## src/rtl/keypad_scanner.sv

```systemverilog
// keypad_scanner: 4x4 active-low key matrix scanner with frame-based debounce.
// One column is driven low per SCAN_DIV cycles. Each completed four-column
// frame is classified as no key, one key or several keys, and the debounce
// FSM steps once per frame.
// Optional entry buffer: define ENTRY_BUF_EN to build the eight-digit BCD
// shift register on the digits output. When it is not defined, digits is tied to 0.
module keypad_scanner #(
    parameter int unsigned SCAN_DIV       = 256,
    parameter int unsigned DEBOUNCE_SCANS = 4
) (
    input  logic        clk,
    input  logic        rst,
    output logic [3:0]  col,
    input  logic [3:0]  row,
    output logic [3:0]  key_code,
    output logic        key_valid,
    output logic        key_held,
    output logic        multi_key,
    output logic [31:0] digits
);

    localparam int unsigned DIV_W    = (SCAN_DIV > 1) ? $clog2(SCAN_DIV) : 1;
    localparam logic [DIV_W-1:0] DIV_LAST = DIV_W'(SCAN_DIV - 1);
    localparam logic [3:0]  DEB_N    = 4'(DEBOUNCE_SCANS);
    localparam logic [1:0]  COL_LAST = 2'd3;

    typedef enum logic [1:0] {
        ST_IDLE,
        ST_DEBOUNCE,
        ST_PRESSED,
        ST_RELEASE
    } state_e;

    // Row synchronizer
    logic [3:0]       row_meta_q, row_meta_d;
    logic [3:0]       row_sync_q, row_sync_d;

    // Column scan timing
    logic [DIV_W-1:0] div_q, div_d;
    logic [1:0]       col_idx_q, col_idx_d;
    logic [3:0]       col_q, col_d;
    logic [15:0]      map_q, map_d;

    // Debounce FSM and key outputs
    state_e           state_q, state_d;
    logic [3:0]       cand_q, cand_d;
    logic [3:0]       cnt_q, cnt_d;
    logic [3:0]       key_code_q, key_code_d;
    logic             key_valid_q, key_valid_d;
    logic             key_held_q, key_held_d;
    logic             multi_q, multi_d;

    // Frame classification helpers
    logic             col_end;
    logic             frame_end;
    logic [15:0]      map_cur;
    logic [4:0]       key_cnt;
    logic [3:0]       key_idx;
    logic             cls_none;
    logic             cls_single;
    logic             cls_multi;

    // Two-stage synchronizer for the asynchronous row inputs
    always_comb begin
        row_meta_d = row;
        row_sync_d = row_meta_q;
    end

    // Column divider: advance the driven column after SCAN_DIV cycles
    always_comb begin
        col_end   = (div_q == DIV_LAST);
        frame_end = col_end && (col_idx_q == COL_LAST);
        div_d     = col_end ? '0 : div_q + DIV_W'(1);
        col_idx_d = col_end ? col_idx_q + 2'd1 : col_idx_q;
        col_d     = ~(4'b0001 << col_idx_d);
    end

    // Frame map with the active column's sample merged in (1 = key down)
    always_comb begin
        map_cur = map_q;
        for (int r = 0; r < 4; r++) begin
            for (int c = 0; c < 4; c++) begin
                if (2'(c) == col_idx_q) begin
                    map_cur[4*r+c] = ~row_sync_q[r];
                end
            end
        end
        map_d = col_end ? map_cur : map_q;
    end

    // Count keys in the frame and locate the (last) pressed one
    always_comb begin
        key_cnt = 5'd0;
        key_idx = 4'd0;
        for (int i = 0; i < 16; i++) begin
            if (map_cur[i]) begin
                key_cnt = key_cnt + 5'd1;
                key_idx = 4'(i);
            end
        end
        cls_none   = (key_cnt == 5'd0);
        cls_single = (key_cnt == 5'd1);
        cls_multi  = (key_cnt > 5'd1);
    end

    // Debounce FSM: evaluated once per frame end, outputs registered
    always_comb begin
        state_d     = state_q;
        cand_d      = cand_q;
        cnt_d       = cnt_q;
        key_code_d  = key_code_q;
        key_valid_d = 1'b0;
        key_held_d  = key_held_q;
        multi_d     = multi_q;

        if (frame_end) begin
            multi_d = cls_multi;
            unique case (state_q)
                ST_IDLE: begin
                    if (cls_single) begin
                        cand_d = key_idx;
                        cnt_d  = 4'd1;
                        if (DEB_N <= 4'd1) begin
                            state_d     = ST_PRESSED;
                            key_code_d  = key_idx;
                            key_valid_d = 1'b1;
                            key_held_d  = 1'b1;
                        end else begin
                            state_d = ST_DEBOUNCE;
                        end
                    end
                end

                ST_DEBOUNCE: begin
                    if (cls_single && (key_idx == cand_q)) begin
                        cnt_d = cnt_q + 4'd1;
                        if ((cnt_q + 4'd1) >= DEB_N) begin
                            state_d     = ST_PRESSED;
                            key_code_d  = cand_q;
                            key_valid_d = 1'b1;
                            key_held_d  = 1'b1;
                        end
                    end else if (cls_single) begin
                        // A different single key restarts the count on it
                        cand_d = key_idx;
                        cnt_d  = 4'd1;
                    end else begin
                        state_d = ST_IDLE;
                        cnt_d   = 4'd0;
                    end
                end

                ST_PRESSED: begin
                    if (cls_none) begin
                        cnt_d = 4'd1;
                        if (DEB_N <= 4'd1) begin
                            state_d    = ST_IDLE;
                            key_held_d = 1'b0;
                        end else begin
                            state_d = ST_RELEASE;
                        end
                    end
                end

                ST_RELEASE: begin
                    if (cls_none) begin
                        cnt_d = cnt_q + 4'd1;
                        if ((cnt_q + 4'd1) >= DEB_N) begin
                            state_d    = ST_IDLE;
                            key_held_d = 1'b0;
                        end
                    end else begin
                        // Key came back before release settled: no new event
                        state_d = ST_PRESSED;
                        cnt_d   = 4'd0;
                    end
                end

                default: begin
                    state_d = ST_IDLE;
                end
            endcase
        end
    end

    // Scanner, synchronizer and FSM registers with synchronous active-low reset
    always_ff @(posedge clk) begin
        if (!rst) begin
            row_meta_q  <= 4'hF;
            row_sync_q  <= 4'hF;
            div_q       <= '0;
            col_idx_q   <= 2'd0;
            col_q       <= 4'b1110;
            map_q       <= 16'h0000;
            state_q     <= ST_IDLE;
            cand_q      <= 4'd0;
            cnt_q       <= 4'd0;
            key_code_q  <= 4'd0;
            key_valid_q <= 1'b0;
            key_held_q  <= 1'b0;
            multi_q     <= 1'b0;
        end else begin
            row_meta_q  <= row_meta_d;
            row_sync_q  <= row_sync_d;
            div_q       <= div_d;
            col_idx_q   <= col_idx_d;
            col_q       <= col_d;
            map_q       <= map_d;
            state_q     <= state_d;
            cand_q      <= cand_d;
            cnt_q       <= cnt_d;
            key_code_q  <= key_code_d;
            key_valid_q <= key_valid_d;
            key_held_q  <= key_held_d;
            multi_q     <= multi_d;
        end
    end

`ifdef ENTRY_BUF_EN
    logic [31:0] digits_q, digits_d;

    // Entry buffer: digits shift in, B deletes the newest, C clears
    always_comb begin
        digits_d = digits_q;
        if (key_valid_q) begin
            if (key_code_q <= 4'h9) begin
                digits_d = {digits_q[27:0], key_code_q};
            end else if (key_code_q == 4'hB) begin
                digits_d = {4'h0, digits_q[31:4]};
            end else if (key_code_q == 4'hC) begin
                digits_d = 32'h0000_0000;
            end
        end
    end

    // Entry buffer register
    always_ff @(posedge clk) begin
        if (!rst) begin
            digits_q <= 32'h0000_0000;
        end else begin
            digits_q <= digits_d;
        end
    end

    assign digits = digits_q;
`else
    assign digits = 32'h0000_0000;
`endif

    assign col       = col_q;
    assign key_code  = key_code_q;
    assign key_valid = key_valid_q;
    assign key_held  = key_held_q;
    assign multi_key = multi_q;

endmodule

```

## config.mk

```make
export PLATFORM = sky130hd
export DESIGN_NAME = keypad_scanner
export DESIGN_NICKNAME = d
export VERILOG_FILES = /design/src/rtl/keypad_scanner.sv
export SDC_FILE = /design/constraint.sdc
export NUM_CORES = 1
export LEC_CHECK = 0
export CAP_MARGIN = 30
export CORE_UTILIZATION = 32
export CTS_BUF_LIST = sky130_fd_sc_hd__clkbuf_16
export DETAILED_ROUTE_END_ITERATION = 16
export GPL_TIMING_DRIVEN = 0
export SYNTH_ARGS = -nofsm -noshare
export SYNTH_HDL_FRONTEND = slang
export SYNTH_SLANG_ARGS = --single-unit
export TNS_END_PERCENT = 100
```

## constraint.sdc

```tcl
create_clock -name clk -period 12.07 [get_ports clk]
set_input_delay 2.414 -clock clk [delete_from_list [all_inputs] [get_ports clk]]
set_output_delay 2.414 -clock clk [all_outputs]
set_load 0.02 [all_outputs]
```

Run 1, placement view:
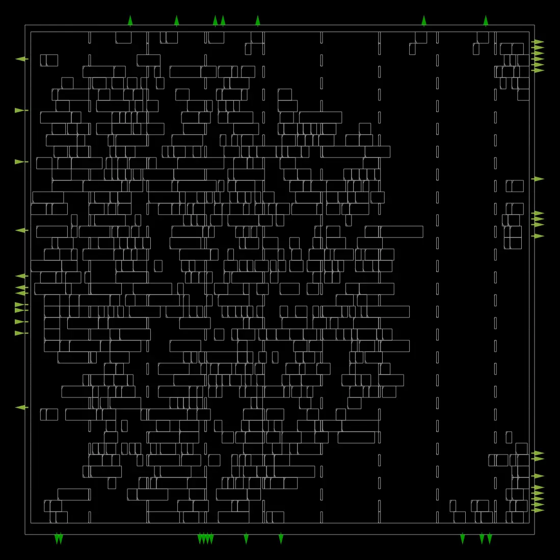
Site Rows: 43
Filler Cells Inserted: 1466
Well-Tap Cells: 180
Core Area: 0.0139 mm^2
seq_cells: 55

Run 1, signal wires on met2:
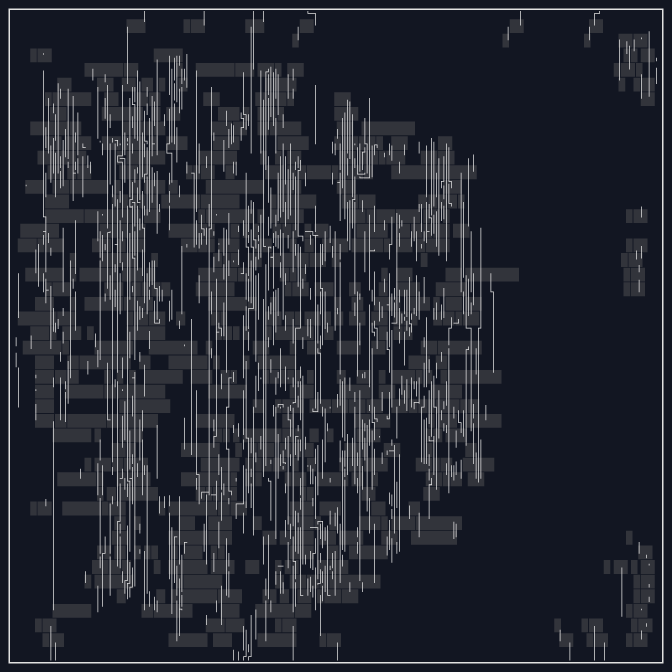
longest straight run = 51.2 um
share of all routed wire = 50%
nets with wire on the layer = 520
wire length on this layer = 4950 um
main direction = vertical
routed wire length: 9.89 mm
via count: 3876
GR Util met2: 25.3%

Run 1, routed clock nets over the placement:
The bar under the picture is 20 um long.
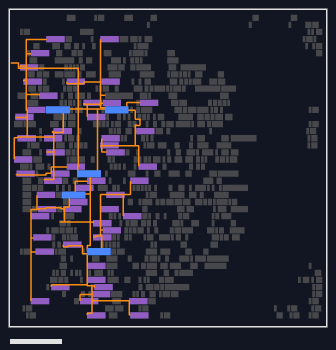
cells driving clock nets -> blue  # count 5
clock wires -> orange  # length 671 um
flip-flops -> purple  # count 55
routed clock nets = 6
Layout Skew: 0.00696 ns
Latency at later pin: 0.29 ns
Clock Power Share: 39.4%
Clk. pwr: 0.000160 W

Run 1, placement by cell class:
The bar under the picture is 20 um long.
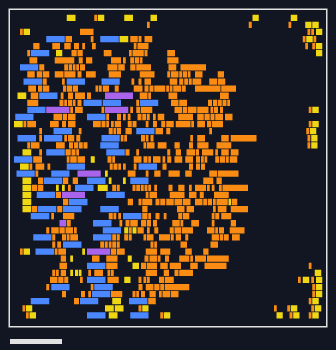
all other logic -> orange  # cells 483, share of their area 65%
other buffers and delay cells -> yellow  # cells 67, share of their area 9.9%
flip-flops -> blue  # cells 55, share of their area 22%
clock drivers and dummy loads -> purple  # cells 7, share of their area 3.2%
Design Area, Final: 0.00525 mm^2
Util after Layout: 37.8%
Seq/total area: 21.0%

==> flow_metrics.py, run 1 <==
# Flow results
metrics = {
    "clocking": {
        "path_clk_slew_ns": 0.07,
        "cts_inserted_buffers": 5,
        "cts.sinks": 55,
        "tritoncts": "built",
        "cts_max_level": 2,
        "cts_hold_buf": 0,
    },
    "sta": {
        "fin_tns_setup_ns": 0,
        "max_freq_mhz": 90.5,
        "hold_viol": 0,
        "period_needed_ns": 11.05,
        "tightest_slew_ns": 0.755,
        "finalMaxSlewViolations": 0,
        "rsz0062_at_grt": "no",
    },
    "job": {
        "warning_count": 29,
        "cap_violations": 0,
    },
    "floorplanning": {
        "ios": 49,
        "dieWidth_um": 121,
    },
    "placement": {
        "placed_cell_area_mm2": 0.00506,
        "place_congestion": 0.828,
        "place_ws_ns": 0.736,
        "hpwl_mm": 7.89,
    },
    "logic_synthesis": {
        "synth_area_per_cell_um2": 8.18,
        "netlist_top_cells_area": "dfxtp_1 (24%), nand2_1 (6.3%), xnor2_1 (6.0%), buf_4 (5.6%), ha_1 (5.5%)",
        "synthCells": 557,
        "ys_async_sr_fraction_pct": 0,
        "top_cell_area_share_pct": 24.2,
    },
    "worst_setup_path": {
        "cpMostUsedCell": "ha_1",
        "cp_slowest_stage_delay_ns": 0.41,
        "worstSetupEndpointType": "register",
        "cp_max_fo": 10,
        "cp-start-kind": "register",
    },
    "cells_and_area": {
        "drive_above_1_share_pct": 14.9,
        "nets": 638,
        "layout_top_cells": "nand2_1 (76), dfxtp_1 (55), nor2_1 (47), a21oi_1 (47), buf_4 (35)",
    },
    "global_routing": {
        "grt_pass1_vias": 3549,
        "top_usage_layer": "met2",
        "track_usage_pct": 13.9,
        "met1_usage_pct": 17.3,
        "antenna_found_initial": 0,
    },
    "pwr": {
        "leakagePower_nw": 2.08,
        "powerDensity_mw_per_mm2": 77.3,
    },
    "status": {
        "run_status": "finished clean",
    },
    "hold_path": {
        "hp-start": "row_meta_q[3]",
    },
    "routing": {
        "drt-initial-drc-count": 216,
        "dr.pass1.iters": 5,
        "drc": 0,
        "ant_nets": 0,
    },
}
==> run 1: critical path, delay by kind of cell (launching register included) <==
family,cells,cell delay (ns)
buffers and inverters,7,0.76
adder cells (fa/ha/maj),14,4.04
AND-OR/OR-AND,15,2.74
multiplexers,5,1.20
AND/OR/NAND/NOR,14,1.83
flip-flops,1,0.40
==> run 1: per-layer routing <==
| metal | vias to the layer above | wire length (um) |
|---|---|---|
| li1 | 1975 | - |
| met1 | 1810 | 4480 |
| met2 | 84 | 4950 |
| met3 | 7 | 375 |
| met4 | 0 | 89 |
| met5 | - | 0 |
==> run 1: through the flow <==
stage / cells / util (%)
6_report: 792 / 37.8
5_1_grt: 792 / 37.8
4_1_cts: 791 / 37.6
3_5_place_dp: 784 / 36.4
3_3_place_gp: 784 / 36.4
2_1_floorplan: 588 / -
==> run 1: logic make-up after synthesis <==
group	after synthesis	synth area share [%]
xor gates and xnor gates	62	16.0
AOI/OAI and AO/OA	112	17.3
and+or+nand+nor	223	24.5
other	1	0.0823
buffers and inverters	67	8.60
DFF	55	24.2
adders and majority gates	20	5.49
muxes	17	3.84
==> run 1: synth_stat cells (all sizes together), types with 4 or more instances <==
library cell  count
nand2            77
dfxtp            55
a21oi            53
nor2             47
xnor2            42
buf              38
nand3            23
ha               20
inv              17
nand2b           17
xor2             17
mux2i            13
clkbuf           12
nor3             11
o21ai            11
and3              7
nand3b            6
a21boi            5
and2              5
nor2b             5
a211oi            4
mux2              4
or2               4
or3               4
==> run 1: sequential cells by signal (all words and copies together) (netlist names), 2 cells and up <==
register	cells
row_meta_q	4
state_q	2
col_idx_q	2
col	4
cand_q	4
row_sync_q	4
map_q	16
cnt_q	4
div_q	8
key_code	4
==> run 1: path summary, 6_finish.rpt <==
path / to / slack (ns) / depth (start not counted)
max: state_q[1] / 1.02 / 55
max reg2reg: state_q[1] / 1.02 / 55
min reg2reg: row_sync_q[3] / 0.41 / 1
min: row_sync_q[3] / 0.41 / 1
==> run 1: layout make-up <==
cell class,instances,area (um^2),area share [%]
well taps,180,225,4.29
multi-input cells,466,3200,61.0
plain buffers,50,328,6.25
repair buffers,17,168,3.20
inverters,17,63.8,1.22
clock inverters,2,37.5,0.715
clock buffers,5,125,2.38
flip-flops and latches,55,1100,21.0
==> run 1: what timing repair did <==
| item | 4_1_cts | 5_1_grt |
|---|---|---|
| endpoints found under the setup margin | 0 | 15 |
| buffers inserted | 0 | 1 |
| gates resized | 0 | 5 |
| hold endpoints to repair | 0 | 0 |
==> run 1: where the power goes <==
group / internal, W / switching, W / total (W)
Sequential: 0.000183 / 0.00000124 / 0.000185
Clock: 0.0000967 / 0.0000631 / 0.000160
Combinational: 0.0000246 / 0.0000363 / 0.0000610
Run 1, gate-type map:
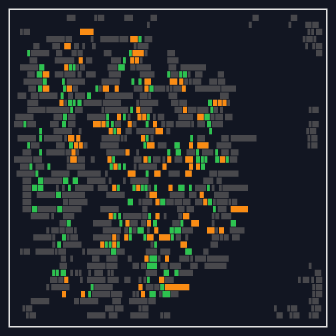

==> run 2, diff against run 1 <==
- PLACE_DENSITY: unset -> 0.55
Run 2, gate-type map:
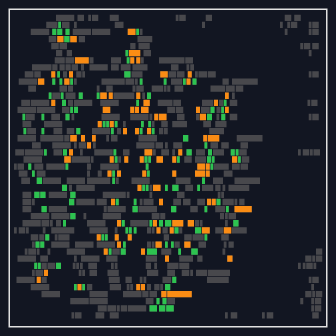
inverting AOI/OAI gates -> orange  # cells 91
NAND gates -> green  # cells 127
Commonest Layout Cell: nand2_1
Comb/total area: 61.2%
non-filler cells, final: 793

Run 2, placement view:
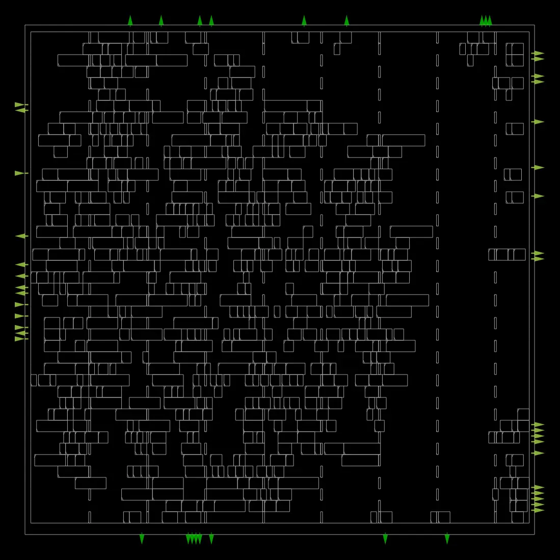
Seq/total area: 21.0%
Util after Layout: 37.7%

==> flow_metrics.py, run 2 <==
# Flow results
metrics = {
    "routing": {
        "drc": 0,
        "drt-initial-drc-count": 178,
        "ant_nets": 0,
        "dr.pass1.iters": 4,
    },
    "cells_and_area": {
        "seqCellArea_mm2": 0.00110,
        "final-comb-area_mm2": 0.00320,
        "largest_register": "map_q",
        "nets": 638,
        "fill_cells": 1482,
        "largest_reg_flops": 16,
    },
    "sta": {
        "hold_viol": 0,
        "period_needed_ns": 11.04,
        "rsz0062_at_grt": "no",
        "fin_tns_setup_ns": 0,
        "finClkSkew_ns": 0.00795,
        "finalMaxSlewViolations": 0,
        "max_freq_mhz": 90.6,
    },
    "logic_synthesis": {
        "netlist_top_cells_area": "dfxtp_1 (24%), nand2_1 (6.3%), xnor2_1 (6.0%), buf_4 (5.6%), ha_1 (5.5%)",
        "xor_area_share_pct": 16.0,
        "synthSimpleGateAreaFrac_pct": 24.5,
        "ys_sh_mux_pct": 3.85,
        "ys_sh_aoi_pct": 17.3,
        "synth-adder-area-share_pct": 5.49,
        "most_common_cell": "nand2_1",
        "ys_async_sr_fraction_pct": 0,
        "synth_area_per_cell_um2": 8.18,
        "top_cell_area_share_pct": 24.2,
        "top_cells_by_count": "nand2_1 (76), dfxtp_1 (55), a21oi_1 (48)",
    },
    "pwr": {
        "leakagePower_nw": 2.08,
    },
    "job": {
        "cap_violations": 0,
        "warning_count": 29,
    },
    "worst_setup_path": {
        "cp-start-kind": "register",
        "worst-path-buf-inv": 7,
        "cp_max_fo": 10,
        "crit_cells": 55,
        "reg2reg_to": "state_q[1]",
        "cpMostUsedCell": "ha_1",
        "worstSetupEndpointType": "register",
        "cp_slowest_stage_delay_ns": 0.41,
        "path_delay_family": "adder cells",
        "reg2reg_depth": 55,
    },
    "clocking": {
        "cts.sinks": 55,
        "cts_max_level": 2,
        "clk_latency_ns": 0.29,
        "tritoncts": "built",
        "cts_inserted_buffers": 5,
    },
    "floorplanning": {
        "core_area_mm2": 0.0139,
        "rows": 43,
        "ios": 49,
    },
    "status": {
        "run_status": "finished clean",
    },
    "placement": {
        "hpwl_mm": 7.89,
    },
    "global_routing": {
        "track_usage_pct": 14.0,
    },
}
Run 2, signal wires on met2:
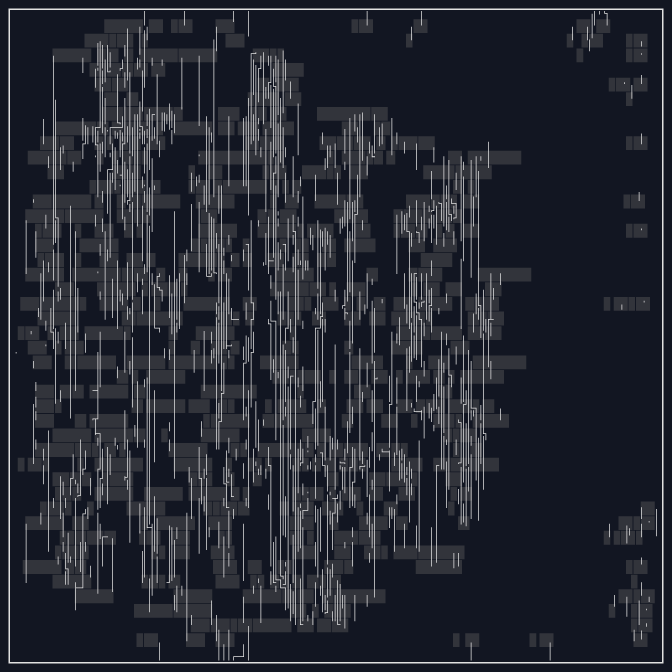
main direction = vertical
nets with wire on the layer = 519
share of all routed wire = 48%
longest straight run = 73.1 um
wire length on this layer = 4830 um
via count: 3799
routed wire length: 9.98 mm
GR Util met2: 24.8%

run 2: cell counts after synthesis:
Identical to the previous run, type by type.
run 2: power breakdown:
group          internal, W  total (W)  leakage, nW  switching, W
clock network    0.0000766   0.000143       0.0674     0.0000661
logic            0.0000246  0.0000612         1.56     0.0000366
registers         0.000183   0.000185        0.446    0.00000124
total             0.000285   0.000389         2.08      0.000104
run 2: worst reg2reg max path: cells and delay by family, from the launching register on:
kind / cells / cell delay (ns)
AND-OR/OR-AND: 15 / 2.66
adder cells (fa/ha/maj): 14 / 4.01
buffers and inverters: 7 / 0.76
flip-flops: 1 / 0.40
AND/OR/NAND/NOR: 14 / 1.84
multiplexers: 5 / 1.25
run 2: how the worst min path moves through the flow:
| stage | start | to | slack, ns | cells after the start |
|---|---|---|---|---|
| final | row_meta_q[3] | row_sync_q[3] | 0.40 | 1 |
| after global routing | row_meta_q[3] | row_sync_q[3] | 0.42 | 1 |
| after CTS | row_meta_q[3] | row_sync_q[3] | 0.41 | 1 |
| after detailed placement | row_meta_q[3] | row_sync_q[3] | 0.40 | 1 |
| after global placement | row_meta_q[3] | row_sync_q[3] | 0.39 | 1 |
| after floorplan | row_meta_q[0] | row_sync_q[0] | 0.39 | 1 |
run 2: logic make-up after synthesis:
logic type / count (synthesis)
compound gates: 112
xor+xnor: 62
fa+ha+maj: 20
buf+inv: 67
flops: 55
mux: 17
other cells: 1
simple gates: 223
run 2: cell type report:
cell class                 instances  area share, %
multi-input combinational        466           61.2
sequential                        55           21.0
buffer                            50           6.26
tap                              180           4.30
timing repair buffer              17           3.20
clock buffer                       5           2.39
inverter                          17           1.22
clock inverter                     3          0.382
run 2: per-layer routing:
| metal | wire, um | up-vias | GRT usage [%] |
|---|---|---|---|
| met5 | 0 | - | 0 |
| met4 | 135 | 0 | 4.71 |
| met3 | 263 | 11 | 1.79 |
| met2 | 4830 | 66 | 24.8 |
| met1 | 4750 | 1748 | 17.3 |
| li1 | - | 1974 | - |
run 2: metrics by stage:
stage	instances	instance area [um^2]	util [%]	setup WS [ns]	power (W)
4_1_cts	792	5200	37.5	0.629	0.000394
5_1_grt	793	5240	37.7	0.0288	0.000408
2_1_floorplan	588	4670	-	2.08	0.000239
6_report	793	5240	37.7	1.03	0.000389
3_3_place_gp	784	5060	36.4	0.958	0.000247
3_5_place_dp	784	5060	36.4	0.698	0.000249
run 2: repair_timing:
item | CTS | global route
gates resized | 0 | 6
setup endpoints to repair | 0 | 16
setup buffers | 0 | 1
No activity file was given, so power comes from the tool's default toggle rates.
